[src/rtl/controlador_entradas_sinc_if.sv]
// ----------------------------------------------------------------------------
// controlador_entradas_sinc_if
// Bundles the board-facing inputs and the operand handshake of
// controlador_entradas_sinc into one port.
//   sw       : raw switch levels, 2*WIDTH bits, asynchronous to clk
//   btn_load : raw load pushbutton, active-high, asynchronous to clk
//   ack      : consumer has taken A/B
//   A, B     : captured operands (low / high half of the switch bus)
//   valid    : A/B hold an unconsumed capture
//   overrun  : one-cycle pulse when a press is dropped
// Modports:
//   master : the controller (drives A, B, valid, overrun)
//   slave  : board/consumer side (drives sw, btn_load, ack)
// ----------------------------------------------------------------------------
interface controlador_entradas_sinc_if #(
   parameter int unsigned WIDTH = 8
);

   logic [2*WIDTH-1:0] sw;
   logic               btn_load;
   logic               ack;
   logic [WIDTH-1:0]   A;
   logic [WIDTH-1:0]   B;
   logic               valid;
   logic               overrun;

   modport master (
      input  sw,
      input  btn_load,
      input  ack,
      output A,
      output B,
      output valid,
      output overrun
   );

   modport slave (
      output sw,
      output btn_load,
      output ack,
      input  A,
      input  B,
      input  valid,
      input  overrun
   );

endinterface

[src/rtl/controlador_entradas_sinc.sv]
// ----------------------------------------------------------------------------
// controlador_entradas_sinc
// Synchronises the operand switches and the load button, optionally debounces
// the button, and captures the switches into operands A/B on every accepted
// press. The captured pair is offered downstream with a valid/ack handshake;
// a press that arrives while the previous pair is still unconsumed is dropped
// and flagged with a one-cycle overrun pulse.
//
// Optional feature: define CTRL_ENTRADAS_DEBOUNCE_EN to require
// DEBOUNCE_CYCLES consecutive stable cycles before a button level change is
// accepted. Without it, a level is accepted as soon as it leaves the
// synchroniser.
//
// Parameters:
//   WIDTH           : operand width; the switch bus is 2*WIDTH
//   DEBOUNCE_CYCLES : stable cycles needed to accept a level (>= 2)
// Ports:
//   clk   : single clock
//   rst_n : asynchronous active-low reset
//   bus   : controlador_entradas_sinc_if master modport
//           (sw, btn_load, ack in; A, B, valid, overrun out, all registered)
// ----------------------------------------------------------------------------
module controlador_entradas_sinc #(
   parameter int unsigned WIDTH           = 8,
   parameter int unsigned DEBOUNCE_CYCLES = 4
) (
   input logic                         clk,
   input logic                         rst_n,
   controlador_entradas_sinc_if.master bus
);

   localparam int unsigned SW_W = 2 * WIDTH;

   typedef enum logic {
      IDLE    = 1'b0,
      PRESSED = 1'b1
   } btn_state_e;

   // Parameter range check
   if (DEBOUNCE_CYCLES < 2) begin : g_bad_debounce
      $error("controlador_entradas_sinc: DEBOUNCE_CYCLES must be >= 2");
   end

   // Synchroniser stages
   logic [SW_W-1:0]  sw_s1_q;
   logic [SW_W-1:0]  sw_s_q;
   logic             btn_s1_q;
   logic             btn_s_q;

   // Button state machine
   btn_state_e       state_q;
   btn_state_e       state_d;

   // Operand / handshake registers
   logic [WIDTH-1:0] a_q;
   logic [WIDTH-1:0] a_d;
   logic [WIDTH-1:0] b_q;
   logic [WIDTH-1:0] b_d;
   logic             valid_q;
   logic             valid_d;
   logic             overrun_q;
   logic             overrun_d;

   // Combinational helpers
   logic             level_diff_c;
   logic             accept_c;
   logic             press_c;

   // Two-flop synchronisers for the switches and the button
   always_ff @(posedge clk or negedge rst_n) begin
      if (!rst_n) begin
         sw_s1_q  <= '0;
         sw_s_q   <= '0;
         btn_s1_q <= 1'b0;
         btn_s_q  <= 1'b0;
      end else begin
         sw_s1_q  <= bus.sw;
         sw_s_q   <= sw_s1_q;
         btn_s1_q <= bus.btn_load;
         btn_s_q  <= btn_s1_q;
      end
   end

   // Synchronised button disagrees with the level the FSM currently holds
   assign level_diff_c = (btn_s_q != (state_q == PRESSED));

`ifdef CTRL_ENTRADAS_DEBOUNCE_EN
   localparam int unsigned      CNT_W   = $clog2(DEBOUNCE_CYCLES + 1);
   localparam logic [CNT_W-1:0] CNT_MAX = CNT_W'(DEBOUNCE_CYCLES);

   logic [CNT_W-1:0] cnt_q;
   logic [CNT_W-1:0] cnt_d;

   // Count consecutive disagreeing cycles; accept once the count is full.
   // Any agreeing cycle restarts the count, so short glitches are absorbed.
   always_comb begin
      cnt_d    = cnt_q;
      accept_c = 1'b0;
      if (cnt_q == CNT_MAX) begin
         accept_c = 1'b1;
         cnt_d    = '0;
      end else if (level_diff_c) begin
         cnt_d = cnt_q + CNT_W'(1);
      end else begin
         cnt_d = '0;
      end
   end

   // Debounce counter register
   always_ff @(posedge clk or negedge rst_n) begin
      if (!rst_n) begin
         cnt_q <= '0;
      end else begin
         cnt_q <= cnt_d;
      end
   end
`else
   // Level accepted as soon as it differs after synchronisation
   assign accept_c = level_diff_c;
`endif

   // State and output registers
   always_ff @(posedge clk or negedge rst_n) begin
      if (!rst_n) begin
         state_q   <= IDLE;
         a_q       <= '0;
         b_q       <= '0;
         valid_q   <= 1'b0;
         overrun_q <= 1'b0;
      end else begin
         state_q   <= state_d;
         a_q       <= a_d;
         b_q       <= b_d;
         valid_q   <= valid_d;
         overrun_q <= overrun_d;
      end
   end

   // Next state, press event, capture and handshake
   always_comb begin
      state_d   = state_q;
      a_d       = a_q;
      b_d       = b_q;
      valid_d   = valid_q;
      overrun_d = 1'b0;
      press_c   = 1'b0;

      // Only the released->pressed transition is an event
      if (accept_c) begin
         if (state_q == IDLE) begin
            state_d = PRESSED;
            press_c = 1'b1;
         end else begin
            state_d = IDLE;
         end
      end

      // An ack in the same cycle frees the slot, so the new press is taken
      if (press_c) begin
         if (!valid_q || bus.ack) begin
            a_d     = sw_s_q[WIDTH-1:0];
            b_d     = sw_s_q[SW_W-1:WIDTH];
            valid_d = 1'b1;
         end else begin
            overrun_d = 1'b1;
         end
      end else if (valid_q && bus.ack) begin
         valid_d = 1'b0;
      end
   end

   assign bus.A       = a_q;
   assign bus.B       = b_q;
   assign bus.valid   = valid_q;
   assign bus.overrun = overrun_q;

endmodule

[src/flat_wrapper.sv]
// flat-port wrapper written by rule: the top's interface ports become plain ports
module controlador_entradas_sinc_flat 
#(
   parameter int unsigned WIDTH           = 8,
   parameter int unsigned DEBOUNCE_CYCLES = 4
)
  (clk, rst_n, bus_sw, bus_btn_load, bus_ack, bus_A, bus_B, bus_valid, bus_overrun);
  controlador_entradas_sinc_if #(.WIDTH(WIDTH)) bus_i ();
  input logic clk;
  input logic rst_n;
  input wire logic [$bits(bus_i.sw)-1:0] bus_sw;
  input wire logic [$bits(bus_i.btn_load)-1:0] bus_btn_load;
  input wire logic [$bits(bus_i.ack)-1:0] bus_ack;
  output wire logic [$bits(bus_i.A)-1:0] bus_A;
  output wire logic [$bits(bus_i.B)-1:0] bus_B;
  output wire logic [$bits(bus_i.valid)-1:0] bus_valid;
  output wire logic [$bits(bus_i.overrun)-1:0] bus_overrun;
  assign bus_i.sw = bus_sw;
  assign bus_i.btn_load = bus_btn_load;
  assign bus_i.ack = bus_ack;
  assign bus_A = bus_i.A;
  assign bus_B = bus_i.B;
  assign bus_valid = bus_i.valid;
  assign bus_overrun = bus_i.overrun;
  controlador_entradas_sinc #(.WIDTH(WIDTH), .DEBOUNCE_CYCLES(DEBOUNCE_CYCLES)) u_core (.clk(clk), .rst_n(rst_n), .bus(bus_i));
endmodule
[config.mk]
export PLATFORM = sky130hd
export DESIGN_NAME = controlador_entradas_sinc_flat
export DESIGN_NICKNAME = d
export VERILOG_FILES = /design/src/rtl/controlador_entradas_sinc_if.sv /design/src/rtl/controlador_entradas_sinc.sv /design/src/flat_wrapper.sv
export SDC_FILE = /design/constraint.sdc
export NUM_CORES = 1
export LEC_CHECK = 0
export ABC_CLOCK_PERIOD_IN_PS = 1900
export CAP_MARGIN = 20
export CELL_PAD_IN_SITES_DETAIL_PLACEMENT = 1
export CELL_PAD_IN_SITES_GLOBAL_PLACEMENT = 2
export CORE_UTILIZATION = 38
export CTS_CLUSTER_SIZE = 30
export DETAILED_ROUTE_END_ITERATION = 8
export PLACE_DENSITY = 0.78
export SETUP_SLACK_MARGIN = 0.2
export SLEW_MARGIN = 20
export SYNTH_ARGS = -nofsm -noshare
export SYNTH_HDL_FRONTEND = slang
export SYNTH_SLANG_ARGS = --single-unit
[constraint.sdc]
create_clock -name clk -period 1.9 [get_ports clk]
set_input_delay 0.19 -clock clk [delete_from_list [all_inputs] [get_ports clk]]
set_output_delay 0.19 -clock clk [all_outputs]
set_load 0.005 [all_outputs]
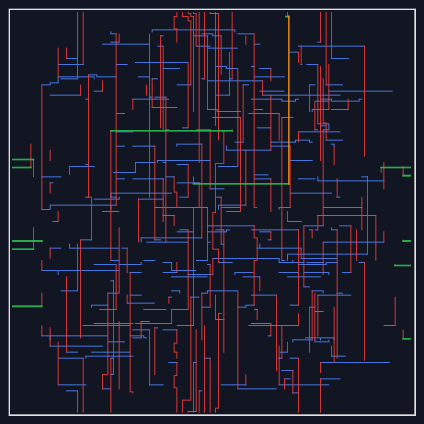
Fig. 1. Signal wires by layer (run 1).
Scale: 6 px per um.
- metal 1: blue (wire length 859 um)
- metal 2: red (wire length 1410 um)
- metal 4: orange (wire length 27.9 um)
- metal 3: green (wire length 66.7 um)

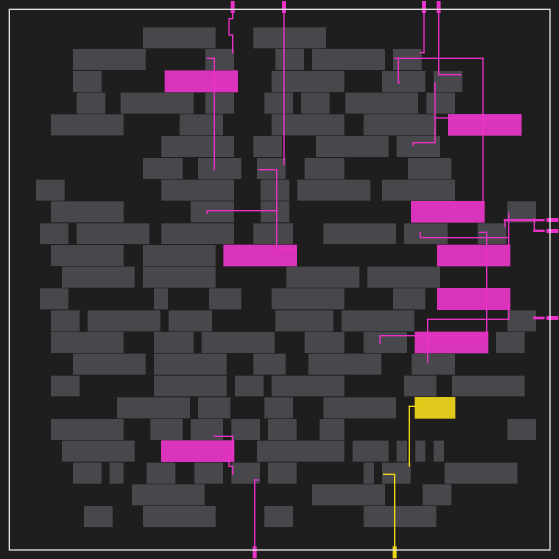
Fig. 2. Nets reached from selected ports (run 1).
Scale: 8 px per um.
- bus_B: magenta (bits 8; direction output; edge 4 north, 3 east, 1 south; end cells 8; buffers 8; wire 224 um)
- bus_ack: yellow (bits 1; direction input; edge south; end cells 1; buffers 1; wire 18.8 um)
Ports: 38
PortBufs: 37

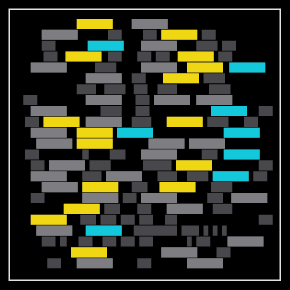
Fig. 3. Register map, names as in the netlist (run 1).
Scale: 4 px per um. Other sequential cells in the stronger grey, the rest of the logic in the fainter grey.
- u_core.sw_s_q: yellow (sequential cells 16)
- u_core.bus.B: cyan (sequential cells 8)
- not coloured: 29
Sequential Power: 1.48 mW
Util after Layout: 0.534

==> changes_impl.md, run 1 <==
### Metrics

- Routability cong.: 0.678
- DR vias/cell: 4.33
- Relative slew margins: 0.633
- Final clock-cell share: 0.0479
- M3 GR Usage: 0.0405
- Yosys reg bits: 53
- Syn-to-layout area delta: 33.3%
- Count of library flops with an enable pin: 0
- RSZ-0062 raised after global routing: no
- Cell count along the critical path: 1
- LEAKAGE: 0.987 nW
- Fin crit share: 0.741
- CP startpoint kind: flop
- Mux frac, synth: 0.134
- Hold slack: 330 ps
- Floorplan core density: 0.401
- ANT cells: 0
- Worst path required time: 1710 ps
- Outcome: finished clean
- Die width: 67.4 um
- Latency at later pin: 290 ps
- Internal: 2.35 mW
- Vias in the first global route: 787
- Sw Share: 0.226
- Area share, top type: 0.816
- Crit path max-delay family: buffers and inverters
- Tap cell count: 50
- Top Registers: u_core.sw_s1_q (16), u_core.sw_s_q (16)
- WP data arrival: 1220 ps
- Worst-path clk slew: 80 ps
- Hold-fix buffers at CTS: 1
- Critical path cell sequence: clkdlybuf4s50_1
- DRC viols: 0
- Core area: 4060 um^2
- Critical Path Sink: bus_valid
- Gr usage total: 0.122
- Max Used Layer: met4
- Top pwr grp: registers
- Slew Limit Fails: 0
- Gate Area: 272 um^2
- Register area: 1330 um^2
- Multi-In Gates: 22
- Synth cell types: 11
- Post-CTS Setup Inserts: 0
- Hold Path End: u_core.sw_s1_q[12]
- Clock buffer cells: 5
- Final setup viols: 0
- Comb group: 0.842 mW
- Placed instance area: 2050 um^2
- Tmin final: 1410 ps
- GR Util met2: 0.209
- Top cells by count, synth: dfrtp_1, mux2_4, mux2_2
- Worst Hold Path Cells: 1
- Largest area contributor in the netlist: dfrtp_1
- Largest class: registers
- Async S/R FF share, synth: 1.00
- Cell area leaders: dfrtp_1, mux2_4, mux2_2, buf_12, nand2b_4
- VDD IR max: 0.547 mV
- Logic pwr share: 0.278
- Adder share: 0.00770
- Max Buffers Root-to-Sink: 2
- Busiest grt layer: met2
- Largest net degree at the start of global routing: 31
- Max Cap Viol: 0
- Sequential cell fraction of total power: 0.490
- Slew @ Worst Pin: 550 ps
- Initial antenna violation count: 0
- Final #Nets: 144
- FILL cells: 367
- Synth Seq Share: 0.816
- YS warnings: 0
- Max H-tree Level: 2
- CTS Buf Count: 5
- Die Ht: 67.4 um
- CTS tree: built
- Worst reg2reg path depth: 4
- Most frequent cell after synthesis: dfrtp_1
- Final setup TNS: 0 ps
- Yosys cell count: 78
- Global-route met1 utilization: 0.140
- Worst setup margin: 492 ps
- Psw: 0.685 mW
- Crit-path slowest cell: clkdlybuf4s50_1
- Critical setup path kind: reg -> out
- Buffering overhead: 0.182
- Post-Place Setup Slack: 400 ps
- Post-Syn Nets: 99
- Crit end category: primary output
- Aoi share: 0
- Overflow after GRT: 0
- Yosys chip area: 1630 um^2
- Logic share of the area: 0.125
- Routed wire length: 2.37 mm
- Invs w/o clock: 2
- Post-DRT Antenna Nets: 0
- Hold Startpoint: bus_sw[12]
- Worst R2R End: u_core.bus.A[2]
- Tool Warnings: 26
- Seq area share: 0.612
- Crit path buffers/inverters: 1
- Worst Clk Skew: 3.12 ps
- Clock power frac: 0.232
- Worst setup path startpoint: u_core.bus.valid
- First-pass GRT wire length: 3.91 mm
- M1 WL: 859 um
- Cell count after synthesis: 78
- And+or+nand+nor area frac: 0.0200
- R2r setup slk: 520 ps
- Power Dens Cells: 1400 nW/um^2
- Buffers excl. clock: 39
- Worst hold path class: in -> reg
- WL per Instance: 13.7 um
- DP HPWL: 1.68 mm
- Met2 WL: 1.41 mm
- Share of cells above drive strength 1: 0.220
- F_max: 710 MHz
- Clk. pwr: 0.704 mW
--- run 2 (diff from run 1) ---
--- a/config.mk
+++ b/config.mk
@@ -5,14 +5,14 @@
 export SDC_FILE = /design/constraint.sdc
 export NUM_CORES = 1
 export LEC_CHECK = 0
-export ABC_CLOCK_PERIOD_IN_PS = 1900
+export ABC_CLOCK_PERIOD_IN_PS = 1200
 export CAP_MARGIN = 20
 export CELL_PAD_IN_SITES_DETAIL_PLACEMENT = 1
 export CELL_PAD_IN_SITES_GLOBAL_PLACEMENT = 2
-export CORE_UTILIZATION = 38
+export CORE_UTILIZATION = 31
 export CTS_CLUSTER_SIZE = 30
 export DETAILED_ROUTE_END_ITERATION = 8
-export PLACE_DENSITY = 0.78
+export PLACE_DENSITY = 0.68
 export SETUP_SLACK_MARGIN = 0.2
 export SLEW_MARGIN = 20
 export SYNTH_ARGS = -nofsm -noshare
==> constraint.sdc (replaced) <==
create_clock -name clk -period 1.2 [get_ports clk]
set_input_delay 0.12 -clock clk [delete_from_list [all_inputs] [get_ports clk]]
set_output_delay 0.12 -clock clk [all_outputs]
set_load 0.005 [all_outputs]
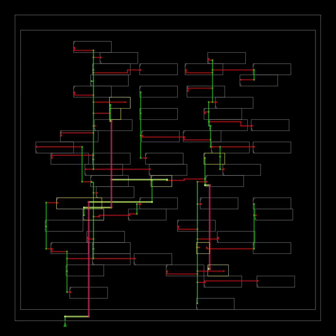
Fig. 4. Clock wiring as the flow saved it (run 2).
Clock buffer cells: 5
CTS Buf Count: 5

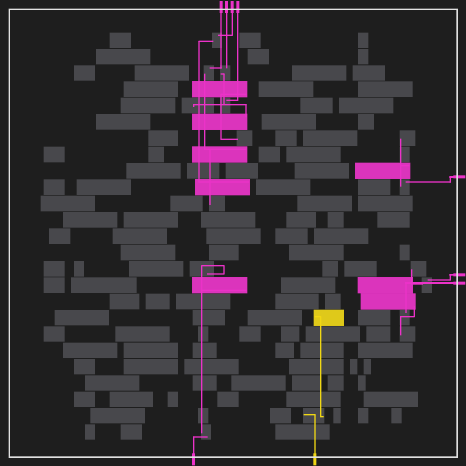
Fig. 5. Nets reached from selected ports (run 2).
Scale: 6 px per um.
- bus_B: magenta (bits 8; direction output; edge 4 north, 3 east, 1 south; end cells 8; buffers 8; wire 233 um)
- bus_ack: yellow (bits 1; direction input; edge south; end cells 1; buffers 1; wire 26.5 um)

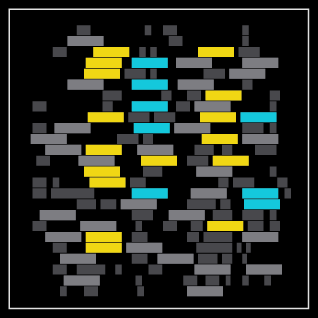
Fig. 6. Register map, names as in the netlist (run 2).
Scale: 4 px per um. Other sequential cells in the stronger grey, the rest of the logic in the fainter grey.
- u_core.sw_s_q: yellow (sequential cells 16)
- u_core.bus.B: cyan (sequential cells 8)

==> changes_impl.md, run 2 <==
### Metrics

- M1 WL: 1.07 mm (+24%)
- Crit path max-delay family: flip-flops
- Core area: 4880 um^2 (+20%)
- Register area: 1330 um^2 (unchanged)
- Failing checks: negative setup slack
- Syn-to-layout area delta: 38.1%
- Worst setup margin: -5.48 ps (-498 ps)
- Comb group: 1.42 mW (+69%)
- Sequential Power: 2.35 mW (+59%)
- Hold slack: 243 ps (-87.1 ps)
- Routed wire length: 2.65 mm (+12%)
- Met2 WL: 1.42 mm (+0.28%)
- Mux frac, synth: 0.134 (unchanged)
- Post-DRT Antenna Nets: 0 (unchanged)
- Power Dens Cells: 2210 nW/um^2 (+58%)
- Largest area contributor in the netlist: dfrtp_1
- Die Ht: 74.4 um (+10%)
- Critical Path Sink: u_core.bus.B[5]
- Cell area leaders: dfrtp_1, mux2_4, mux2_2, buf_12, nand2b_4
- M3 GR Usage: 0.0285 (-0.0121)
- LEAKAGE: 1.06 nW (+7.3%)
- Crit path buffers/inverters: 1 (unchanged)
- Initial antenna violation count: 0 (unchanged)
- Ports: 38 (unchanged)
- Die width: 74.4 um (+10%)
- WL per Instance: 13.1 um (-4.4%)
- Gate Area: 320 um^2 (+18%)
- Post-Syn Nets: 99 (unchanged)
- Top pwr grp: registers
- Largest class: registers
- Worst hold path class: in -> reg
- GR Util met2: 0.178 (-0.0306)
- Internal: 3.71 mW (+58%)
- Top cells by count, synth: dfrtp_1, mux2_4, mux2_2
- Max Buffers Root-to-Sink: 2 (unchanged)
- Max Used Layer: met4
- Worst reg2reg path depth: 4 (unchanged)
- Worst Clk Skew: 6.54 ps (+3.42 ps)
- DP HPWL: 1.61 mm (-4.2%)
- Floorplan core density: 0.333 (-0.0675)
- Top Registers: u_core.sw_s1_q (16), u_core.sw_s_q (16)
- Placed instance area: 2080 um^2 (+1.5%)
- Sw Share: 0.253 (+0.0266)
- DRC viols: 0 (unchanged)
- Latency at later pin: 300 ps (about the same)
- Cell count along the critical path: 4 (+3)
- Busiest grt layer: met2
- Sequential cell fraction of total power: 0.473 (-0.017)
- R2r setup slk: -5 ps (-530 ps)
- Final clock-cell share: 0.0513 (+0.00336)
- Worst-path clk slew: 100 ps (+20 ps)
- And+or+nand+nor area frac: 0.0200 (unchanged)
- Buffering overhead: 0.174 (-0.00798)
- Max Cap Viol: 0 (unchanged)
- Synth cell types: 11 (unchanged)
- DR vias/cell: 4.00 (-7.7%)
- ANT cells: 0 (unchanged)
- Final setup viols: 1 (+1)
- Seq area share: 0.591 (-0.0211)
- Yosys chip area: 1630 um^2 (unchanged)
- Crit-path slowest cell: dfrtp_1
- Logic pwr share: 0.287 (+0.009)
- Post-Place Setup Slack: -266 ps (-666 ps)
- PortBufs: 37 (unchanged)
- Count of library flops with an enable pin: 0 (unchanged)
- Relative slew margins: 0.817 (+0.184)
- Adder share: 0.00770 (unchanged)
- Slew Limit Fails: 0 (unchanged)
- Hold Startpoint: bus_sw[8]
- Worst setup path startpoint: u_core.state_q
- Psw: 1.25 mW (+83%)
- Tap cell count: 67 (+34%)
- Outcome: complete, but fails checks
- Aoi share: 0 (unchanged)
--- run 3 (diff from run 2) ---
--- a/config.mk
+++ b/config.mk
@@ -5,14 +5,16 @@
 export SDC_FILE = /design/constraint.sdc
 export NUM_CORES = 1
 export LEC_CHECK = 0
+export ABC_AREA = 1
 export ABC_CLOCK_PERIOD_IN_PS = 1200
 export CAP_MARGIN = 20
 export CELL_PAD_IN_SITES_DETAIL_PLACEMENT = 1
 export CELL_PAD_IN_SITES_GLOBAL_PLACEMENT = 2
-export CORE_UTILIZATION = 31
+export CORE_UTILIZATION = 36
 export CTS_CLUSTER_SIZE = 30
 export DETAILED_ROUTE_END_ITERATION = 8
-export PLACE_DENSITY = 0.68
+export DONT_BUFFER_PORTS = 1
+export PLACE_DENSITY = 0.67
 export SETUP_SLACK_MARGIN = 0.2
 export SLEW_MARGIN = 20
 export SYNTH_ARGS = -nofsm -noshare
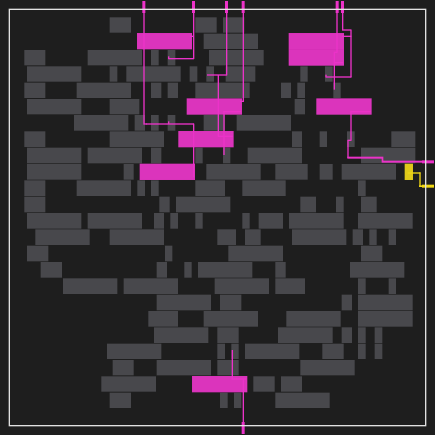
Fig. 7. Nets reached from selected ports (run 3).
Scale: 6 px per um.
- bus_ack: yellow (bits 1; direction input; edge east; end cells 1; buffers 0; wire 4.40 um)
- bus_B: magenta (bits 8; direction output; edge 6 north, 1 east, 1 south; end cells 8; buffers 0; wire 172 um)
PortBufs: 0

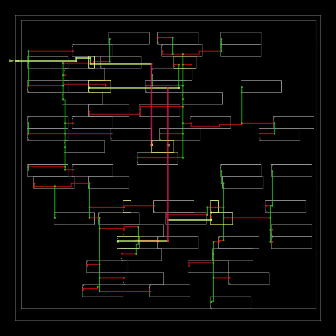
Fig. 8. Clock wiring as the flow saved it (run 3).
Clk. pwr: 0.942 mW
flop count: 53
Clock buffer cells: 6

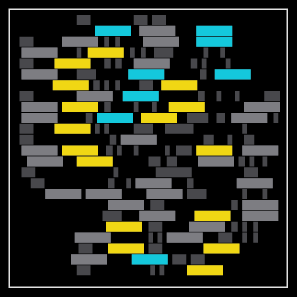
Fig. 9. Register map, names as in the netlist (run 3).
Scale: 4 px per um. Other sequential cells in the stronger grey, the rest of the logic in the fainter grey.
- u_core.sw_s_q: yellow (sequential cells 16)
- u_core.bus.B: cyan (sequential cells 8)
Util after Layout: 0.458
Sequential Power: 2.38 mW
Seq area share: 0.665

==> changes_impl.md, run 3 <==
### Metrics

- Outcome: complete, but fails checks
- Failing checks: negative hold slack
- Post-Place Setup Slack: 144 ps (+410 ps)
- Final Power: 4.03 mW
- Crit path max-delay family: flip-flops
- Die width: 69.1 um (-7.1%)
- Invs w/o clock: 3
- Post-Syn Nets: 135 (+36%)
- Final std cells w/o fill: 192
- Post-Syn Area per Cell: 14.2 um^2
- Final setup viols: 0 (-1)
- Max Used Layer: met4
- CTS Buf Count: 5 (unchanged)
- Max H-tree Level: 2
- Share of cells above drive strength 1: 0.150
- M3 GR Usage: 0.0556 (+0.0271)
- Yosys chip area: 1620 um^2 (-0.15%)
- ANT cells: 0 (unchanged)
- Most common logic cells in the final layout: dfrtp_1, nand2_1, dlygate4sd3_1, nand3_1, clkbuf_8
- WL per Instance: 13.4 um (+2.5%)
- Synth cell types: 10 (-1)
- Worst Clk Skew: 10.4 ps (+3.81 ps)
- Standard-cell rows: 24
- CP startpoint kind: flop
- LEAKAGE: 0.955 nW (-9.8%)
- Aoi share: 0 (unchanged)
- Top cells by count, synth: dfrtp_1, nand2_1, nand3_1
- Buffering overhead: 0.110 (-0.0647)
- Tap cell count: 52 (-22%)
- R2r setup slk: 190 ps (+190 ps)
- Sw Share: 0.288 (+0.0353)
- Buffers excl. clock: 22
- Worst reg2reg path depth: 5 (+1)
- Met2 WL: 1.32 mm (-7.0%)
- Cell count along the critical path: 5 (+1)
- Final #Nets: 160
- Worst-path clk slew: 90 ps (about the same)
- Latency at later pin: 300 ps (about the same)
- Crit-path slowest cell: dfrtp_1
- GR Util met2: 0.201 (+0.0225)
- Placed instance area: 1680 um^2 (-19%)
- Crit end category: flop
- Logic pwr share: 0.175 (-0.112)
- Crit path buffers/inverters: 2 (+1)
- Slew Limit Fails: 0 (unchanged)
- Power Dens Cells: 2020 nW/um^2 (-8.7%)
- Worst R2R End: u_core.bus.A[7]
- Top Registers: u_core.sw_s1_q (16), u_core.sw_s_q (16)
- M1 WL: 1.04 mm (-2.7%)
- RR Startpoint: u_core.state_q
- WL met3: 165 um
- Placed cells: 165
- F_max: 988 MHz
- Internal: 2.87 mW (-23%)
- Max Buffers Root-to-Sink: 2 (unchanged)
- XOR/XNOR Area Share: 0.00540
- DP HPWL: 1.61 mm (-0.40%)
- Area share, top type: 0.817
- WP data arrival: 1250 ps
- Largest class: registers
- Post-DRT Antenna Nets: 0 (unchanged)
- Busiest grt layer: met2
- Register area: 1330 um^2 (unchanged)
- Die Ht: 69.1 um (-7.1%)
- Initial antenna violation count: 0 (unchanged)
- First-pass GRT wire length: 4.53 mm
- Gate Area: 290 um^2 (-9.4%)
- Vias in the first global route: 894
- Fin crit share: 0.843
- Max Cap Viol: 0 (unchanged)
- Multi-In Gates: 54
- Hold-fix buffers at CTS: 17
- Clock power frac: 0.234
- Worst setup margin: 188 ps (+193 ps)
- Global-route met1 utilization: 0.149
- Adder share: 0.00771 (+0.0000119)
- Final clock-cell share: 0.0414 (-0.00988)
- Relative slew margins: 0.907 (+0.0900)
- Worst hold path class: in -> async
- Cell area leaders: dfrtp_1, nand2_1, nand3_1, buf_4, nand2_4
- Hold slack: -494 ps (-737 ps)
- Worst setup path startpoint: u_core.state_q
- Main logic family: simple AND/OR/NAND/NOR gates
- Final Hold Viols: 53
- Top pwr grp: registers
- Syn-to-layout area delta: 22.9%
- Overflow after GRT: 0
- Yosys reg bits: 53
- Psw: 1.16 mW (-7.5%)
- Routed wire length: 2.57 mm (-3.1%)
- Core area: 4350 um^2 (-11%)
- Async S/R FF share, synth: 1.00
- Synth Seq Share: 0.817
- Floorplan core density: 0.373 (+0.0396)
- DRC viols: 0 (unchanged)
- Critical path cell sequence: inv_2 -> ha_4 -> buf_6 -> nand3_2 -> nand2_1
- Ports: 38 (unchanged)
- Critical Path Sink: u_core.bus.A[7]
- Sinks on Clock Net: 53
- Sequential cell fraction of total power: 0.591 (+0.118)
- Critical Path Fanout Max: 7
- Initial DRC Count: 38
- Largest area contributor in the netlist: dfrtp_1
- Comb group: 0.707 mW (-50%)
- FILL cells: 462
- DR vias/cell: 4.49 (+13%)
- Final setup TNS: 0 ps
- Post-CTS Setup Inserts: 2
- Mux frac, synth: 0 (-0.134)
- Count of library flops with an enable pin: 0 (unchanged)
- Worst path required time: 1440 ps
- Worst stage delay on the critical path: 400 ps
- And+or+nand+nor area frac: 0.142 (+0.122)
- Tmin final: 1010 ps

==> screenshots <==
Logic cells by family.
(a)
Scale: 6 px per um.
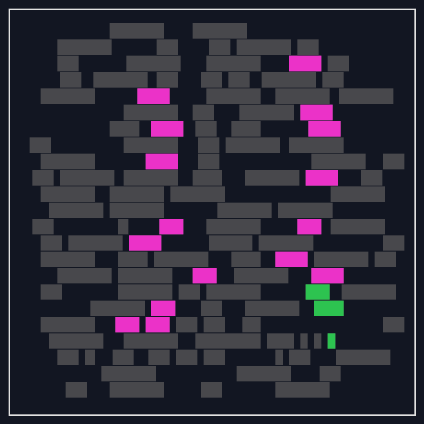
(b)
Scale: 6 px per um.
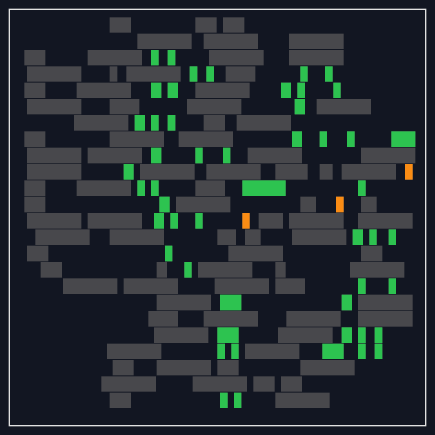
(c)
Scale: 4 px per um.
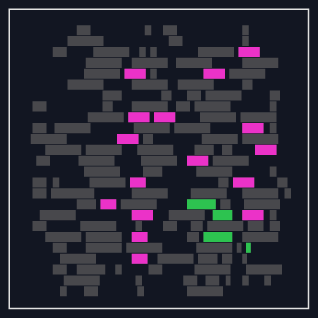
- run 3 = (b)
- run 1 = (a)
- run 2 = (c)
The one with the largest die is (c).

Key to (b):
- NAND gates: green (cells 51; most used nand2_1)
- inverters: orange (cells 3; most used inv_2)

Power figures rest on the tool's default switching activity, not on a simulated workload.
